cell_classes.png
Drawn at 3 px/µm. Fill, decap, tap and diode cells in gray.
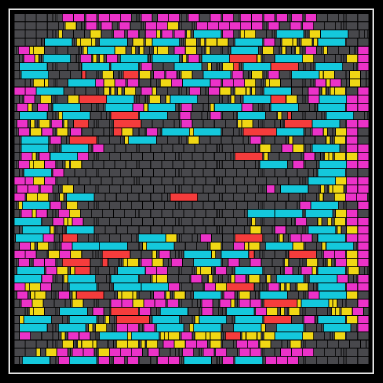
port_nets.png
Drawn at 3 px/µm.
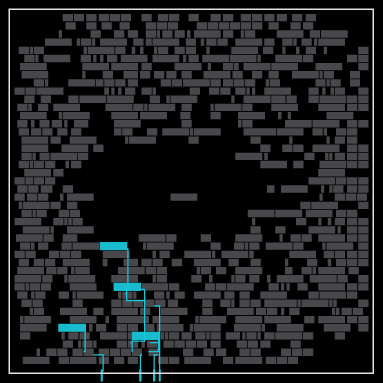
## config.mk

```make
export PLATFORM = sky130hd
export DESIGN_NAME = id_ex_reg
export DESIGN_NICKNAME = d
export VERILOG_FILES = /design/src/rtl/id_ex_reg.sv
export SDC_FILE = /design/constraint.sdc
export NUM_CORES = 1
export LEC_CHECK = 0
export ABC_CLOCK_PERIOD_IN_PS = 5800
export CORE_UTILIZATION = 35
export CTS_CLUSTER_SIZE = 12
export DETAILED_ROUTE_END_ITERATION = 6
export MAX_ROUTING_LAYER = met4
export PLACE_DENSITY = 0.74
export SLEW_MARGIN = 15
export SYNTH_ARGS = -nofsm -noshare
export SYNTH_HDL_FRONTEND = slang
export SYNTH_SLANG_ARGS = --single-unit
```

## constraint.sdc

```tcl
create_clock -name clk_i -period 5.8 [get_ports clk_i]
set_clock_uncertainty 0.1 [all_clocks]
set_input_delay 1.16 -clock clk_i [delete_from_list [all_inputs] [get_ports clk_i]]
set_output_delay 1.16 -clock clk_i [all_outputs]
set_load 0.02 [all_outputs]
```

## src/rtl/id_ex_reg.sv

```systemverilog
// id_ex_reg: ID/EX pipeline register of the 5-stage MIPS pipeline.
// Captures decoded control groups (WB/M/EX), register-file read data, the
// sign-extended immediate and the rs/rt/rd indices at the end of ID, plus a
// valid bit.
//
// Optional feature macro: ID_EX_WB_BYPASS_EN
//   When defined, a MEM/WB register write that targets rs or rt in the same
//   cycle overrides the stale regfile read data. This happens on load, and
//   also on stall against the held indices. Index 0 never bypasses, and a
//   flush never bypasses. When undefined, the wb_* inputs are ignored.
//
// Control semantics (one rising edge, highest priority first):
//   rst_i   : async clear of every field; valid_o = 0
//   flush_i : load a bubble (all fields 0, valid_o = 0), even if stall_i = 1
//   stall_i : hold every field and valid_o (bypass may refresh rs/rt data)
//   neither : load every *_i into *_o, valid_o = 1
// All outputs come straight from flops; there is no input-to-output comb path.
module id_ex_reg #(
  parameter int DW = 32,
  parameter int RW = 5
) (
  input  logic          clk_i,
  input  logic          rst_i,
  input  logic          stall_i,
  input  logic          flush_i,
  input  logic [1:0]    WB_i,
  input  logic [1:0]    M_i,
  input  logic [3:0]    EX_i,
  input  logic [DW-1:0] RSdata_i,
  input  logic [DW-1:0] RTdata_i,
  input  logic [DW-1:0] imm_i,
  input  logic [RW-1:0] inst25_21_i,
  input  logic [RW-1:0] inst20_16_i,
  input  logic [RW-1:0] inst15_11_i,
  input  logic          wb_we_i,
  input  logic [RW-1:0] wb_rd_i,
  input  logic [DW-1:0] wb_data_i,
  output logic [1:0]    WB_o,
  output logic [1:0]    M_o,
  output logic [3:0]    EX_o,
  output logic [DW-1:0] RSdata_o,
  output logic [DW-1:0] RTdata_o,
  output logic [DW-1:0] imm_o,
  output logic [RW-1:0] inst25_21_o,
  output logic [RW-1:0] inst20_16_o,
  output logic [RW-1:0] inst15_11_o,
  output logic          valid_o
);

  logic [1:0]    wb_q, wb_d;
  logic [1:0]    m_q, m_d;
  logic [3:0]    ex_q, ex_d;
  logic [DW-1:0] rsdata_q, rsdata_d;
  logic [DW-1:0] rtdata_q, rtdata_d;
  logic [DW-1:0] imm_q, imm_d;
  logic [RW-1:0] rs_q, rs_d;
  logic [RW-1:0] rt_q, rt_d;
  logic [RW-1:0] rd_q, rd_d;
  logic          valid_q, valid_d;

  // Data chosen for rs/rt on a load and on a stall.
  logic [DW-1:0] rs_load_data, rt_load_data;
  logic [DW-1:0] rs_stall_data, rt_stall_data;

`ifdef ID_EX_WB_BYPASS_EN
  logic wb_live;
  assign wb_live = wb_we_i && (wb_rd_i != '0);

  // Load compares against the incoming indices.
  assign rs_load_data  = (wb_live && (wb_rd_i == inst25_21_i)) ? wb_data_i : RSdata_i;
  assign rt_load_data  = (wb_live && (wb_rd_i == inst20_16_i)) ? wb_data_i : RTdata_i;
  // Stall compares against the indices already held in the register.
  assign rs_stall_data = (wb_live && (wb_rd_i == rs_q)) ? wb_data_i : rsdata_q;
  assign rt_stall_data = (wb_live && (wb_rd_i == rt_q)) ? wb_data_i : rtdata_q;
`else
  assign rs_load_data  = RSdata_i;
  assign rt_load_data  = RTdata_i;
  assign rs_stall_data = rsdata_q;
  assign rt_stall_data = rtdata_q;

  logic unused_wb;
  assign unused_wb = ^{wb_we_i, wb_rd_i, wb_data_i};
`endif

  // Next-state selection: flush beats stall beats load.
  always_comb begin
    wb_d     = wb_q;
    m_d      = m_q;
    ex_d     = ex_q;
    rsdata_d = rsdata_q;
    rtdata_d = rtdata_q;
    imm_d    = imm_q;
    rs_d     = rs_q;
    rt_d     = rt_q;
    rd_d     = rd_q;
    valid_d  = valid_q;
    if (flush_i) begin
      wb_d     = '0;
      m_d      = '0;
      ex_d     = '0;
      rsdata_d = '0;
      rtdata_d = '0;
      imm_d    = '0;
      rs_d     = '0;
      rt_d     = '0;
      rd_d     = '0;
      valid_d  = 1'b0;
    end else if (stall_i) begin
      rsdata_d = rs_stall_data;
      rtdata_d = rt_stall_data;
    end else begin
      wb_d     = WB_i;
      m_d      = M_i;
      ex_d     = EX_i;
      rsdata_d = rs_load_data;
      rtdata_d = rt_load_data;
      imm_d    = imm_i;
      rs_d     = inst25_21_i;
      rt_d     = inst20_16_i;
      rd_d     = inst15_11_i;
      valid_d  = 1'b1;
    end
  end

  // Pipeline register with asynchronous clear.
  always_ff @(posedge clk_i or posedge rst_i) begin
    if (rst_i) begin
      wb_q     <= '0;
      m_q      <= '0;
      ex_q     <= '0;
      rsdata_q <= '0;
      rtdata_q <= '0;
      imm_q    <= '0;
      rs_q     <= '0;
      rt_q     <= '0;
      rd_q     <= '0;
      valid_q  <= 1'b0;
    end else begin
      wb_q     <= wb_d;
      m_q      <= m_d;
      ex_q     <= ex_d;
      rsdata_q <= rsdata_d;
      rtdata_q <= rtdata_d;
      imm_q    <= imm_d;
      rs_q     <= rs_d;
      rt_q     <= rt_d;
      rd_q     <= rd_d;
      valid_q  <= valid_d;
    end
  end

  assign WB_o        = wb_q;
  assign M_o         = m_q;
  assign EX_o        = ex_q;
  assign RSdata_o    = rsdata_q;
  assign RTdata_o    = rtdata_q;
  assign imm_o       = imm_q;
  assign inst25_21_o = rs_q;
  assign inst20_16_o = rt_q;
  assign inst15_11_o = rd_q;
  assign valid_o     = valid_q;

endmodule

```

==> results.cfg <==
; synthesis and place-and-route metrics
[status]
run_status = complete, no violations

[synthesis]
yosysMostFrequentCell = sky130_fd_sc_hd__dfrtp_1
post_synth_inst_count = 388
edf_count = 0
most_area_hungry_cell_type_in_the_yosys_netlist = sky130_fd_sc_hd__dfrtp_1
synth_area_per_cell_um2 = 12.7
yosys_area_mm2 = 0.00495
synth-xor-area-share_pct = 0
postSynthRegisterBits = 120
netlist_logic_family_top = multiplexers
synth.lib_cells_used.distinct = 9
synth.top_cells.by_count = sky130_fd_sc_hd__dfrtp_1 (120), sky130_fd_sc_hd__mux2i_1 (119), sky130_fd_sc_hd__nor2_1 (119), sky130_fd_sc_hd__clkbuf_1 (12), sky130_fd_sc_hd__buf_12 (11)
yosys-mux-area-fraction_pct = 24.1
syn_area_mm2 = 0.00495
aoi_share_pct = 0.101
synthSimpleGateAreaFrac_pct = 9.03
syn_nets = 549
yosysWarnings = 0

[final_timing]
final.setup.worst_slack_ps = 3140
max_slew.worst_pin.slew_ps = 1110
fin_tns_setup_ps = 0
fin_hold_ws_ps = 418
finalClockPeriodUsage_pct = 45.9
layout_min_cycle_time_ps = 2660
slew_headroom_pct = 25.9
setup-violations-final = 0
final_hold_viol_count = 0
rsz0062_at_grt = false

[clock_network]
cts-root-buf = sky130_fd_sc_hd__clkbuf_16
clock_tree_from_tritoncts = built
cts_inserted_buffers = 17
clock_sinks = 120
htree_num_levels = 4
path_clk_slew_ps = 50
cts_setup_buffers = 0
clkLatencyLatePin_ps = 400
cts.hold.buffers_added = 0

[placement]
final_weighted_congestion_of_routability_driven_global_placement = 0.769
detailedPlacementHpwl_um = 8520
dp_slack_ps = 2650

[routing]
route.detailed.drc = 0
final_antenna_net_count = 0
detail_route.wirelength_um = 12400
wire_per_inst_um = 15.2
number_of_optimization_iterations_in_the_first_detailed_route_pass = 4
detailedRoute.firstIterationViolations = 180
vias = 3756

[final_layout]
areaGrowthSynthToFinish_pct = 60.8
nNetsFinal = 786
final_layout_size_suffix_gt1_share_pct = 5.64
antenna_cells = 0

[critical_path]
worstSetupEndpointType = flip-flop
crit_path_start = stall_i
ordered_cell_list_for_the_critical_path = buf_6 > buf_4 > mux2i_1 > nor2_1
cp_data_arrival_time_ps = 2820
timing.reg2reg.setup_slack_ps = 4940
slowest_stage = sky130_fd_sc_hd__buf_6
worstSetupPathType = input port to flip-flop
worstRegToRegCells = 2
cp_max_fo = 93
worstSetupStartpointType = input port
data_required_critical_path_ps = 5960
cp_num_buf_inv = 2
cpPeakStageDelay_ps = 750
critPathTopFamily = buffers and inverters

[power_and_ir_drop]
post-layout-total-power_mw = 2.38
power_per_cell_area_mw_per_mm2 = 299
max-vdd-ir-drop_mv = 0.151
p_leak_nw = 3.76

[grt]
pin_count_of_the_biggest_net_entering_global_routing = 94
antenna_violations_before_repair = 0
groute.usage.overall_pct = 18.1
first_global_vias = 3883

[min_path]
holdCritPathClass = flip-flop to flip-flop
hold_path_depth = 2
worst_hold_startpoint = RSdata_o[30]
hold-path-endpoint = RSdata_o[30]

[die]
floorplan.die.width_um = 121
initial_core_util_pct = 35.8
fp-row-count = 43
chip_area_mm2 = 0.0146
fp.dieH_um = 121

[job]
maxCapViolCount = 0
openroad.warnings = 64
-- cell_classes.png (at the start) --
Magenta stands for other buffers and delay cells, cells 245, share of their area 32%. Cyan stands for flip-flops, cells 120, share of their area 39%. Red stands for clock drivers and dummy loads, cells 32, share of their area 8.1%. Yellow stands for all other logic, cells 241, share of their area 21%.
final instance area: 0.00795 mm²
final cell utilization of the core: 57.5%
sequential cell area share: 37.8%
Core ar.: 0.0138 mm²

-- port_nets.png (at the start) --
Cyan stands for EX_o, bits 4, direction output, end cells 4, buffers 4, wire 116 µm.
buffers added on ports: 242
num ports: 281

-- registers in the layout (all words and copies together) (netlist names) --
name         cells
EX_o             4
valid_o          1
inst20_16_o      5
RSdata_o        32
WB_o             2
inst15_11_o      5
M_o              2
RTdata_o        32
inst25_21_o      5
imm_o           32
-- worst min-delay path, cell delays in order (launching register included) --
cell and delay, ps:
sky130_fd_sc_hd__dfrtp_1 340, sky130_fd_sc_hd__mux2i_1 70, sky130_fd_sc_hd__nor2_1 70
-- cell type report --
type	instances	area, µm²
clock buffers	25	515
clock inverters	7	113
fillers	1135	5870
inverters	2	10.0
multi-input cells	239	1640
flip-flops and latches	120	3000
well taps	180	225
repair buffers	245	2440
-- worst max path at each step --
stage,endpoint,slack [ps],cells past startpoint
6_report,RTdata_o[12],3140,4
5_1_grt,RTdata_o[21],2950,3
4_1_cts,imm_o[30],3080,4
3_5_place_dp,imm_o[30],2650,4
3_3_place_gp,imm_o[24],2730,4
2_1_floorplan,EX_o[0],1350,1
-- power breakdown --
| part | internal [mW] | switching (mW) |
|---|---|---|
| Clock | 0.742 | 0.350 |
| Sequential | 0.886 | 0.0254 |
| Combinational | 0.200 | 0.173 |
-- cell usage in the layout, fill, tap and decap left out --
cell type and count:
sky130_fd_sc_hd__nor2_1 119, sky130_fd_sc_hd__mux2i_1 119, sky130_fd_sc_hd__clkbuf_1 2, sky130_fd_sc_hd__a21oi_1 1, sky130_fd_sc_hd__clkbuf_16 17, sky130_fd_sc_hd__clkdlybuf4s50_1 240, sky130_fd_sc_hd__buf_4 4, sky130_fd_sc_hd__clkinv_2 3
sky130_fd_sc_hd__inv_4 1, sky130_fd_sc_hd__bufinv_16 3, sky130_fd_sc_hd__clkinvlp_4 1, sky130_fd_sc_hd__dfrtp_1 120, sky130_fd_sc_hd__buf_6 1, sky130_fd_sc_hd__clkbuf_8 6, sky130_fd_sc_hd__inv_1 1
-- cells by family after synthesis --
family,count (synthesis)
simple gates,119
compound gates,1
mux,119
flops,120
buf+inv,29
-- per-stage QoR --
stage	util [%]	std cells
2_1_floorplan	-	388
3_3_place_gp	53.0	786
3_5_place_dp	53.0	786
4_1_cts	57.5	818
5_1_grt	57.5	818
6_report	57.5	818
-- metal layers --
layer  global-route usage [%]  vias to the layer above  wire length (µm)
met5                        -                        -                 0
met1                     20.7                     1820              5100
met4                     8.87                        0               286
met3                     4.18                       20               724
li1                         -                     1768                 -
met2                     30.1                      148              6290
No activity file was given, so power comes from the tool's default toggle rates.
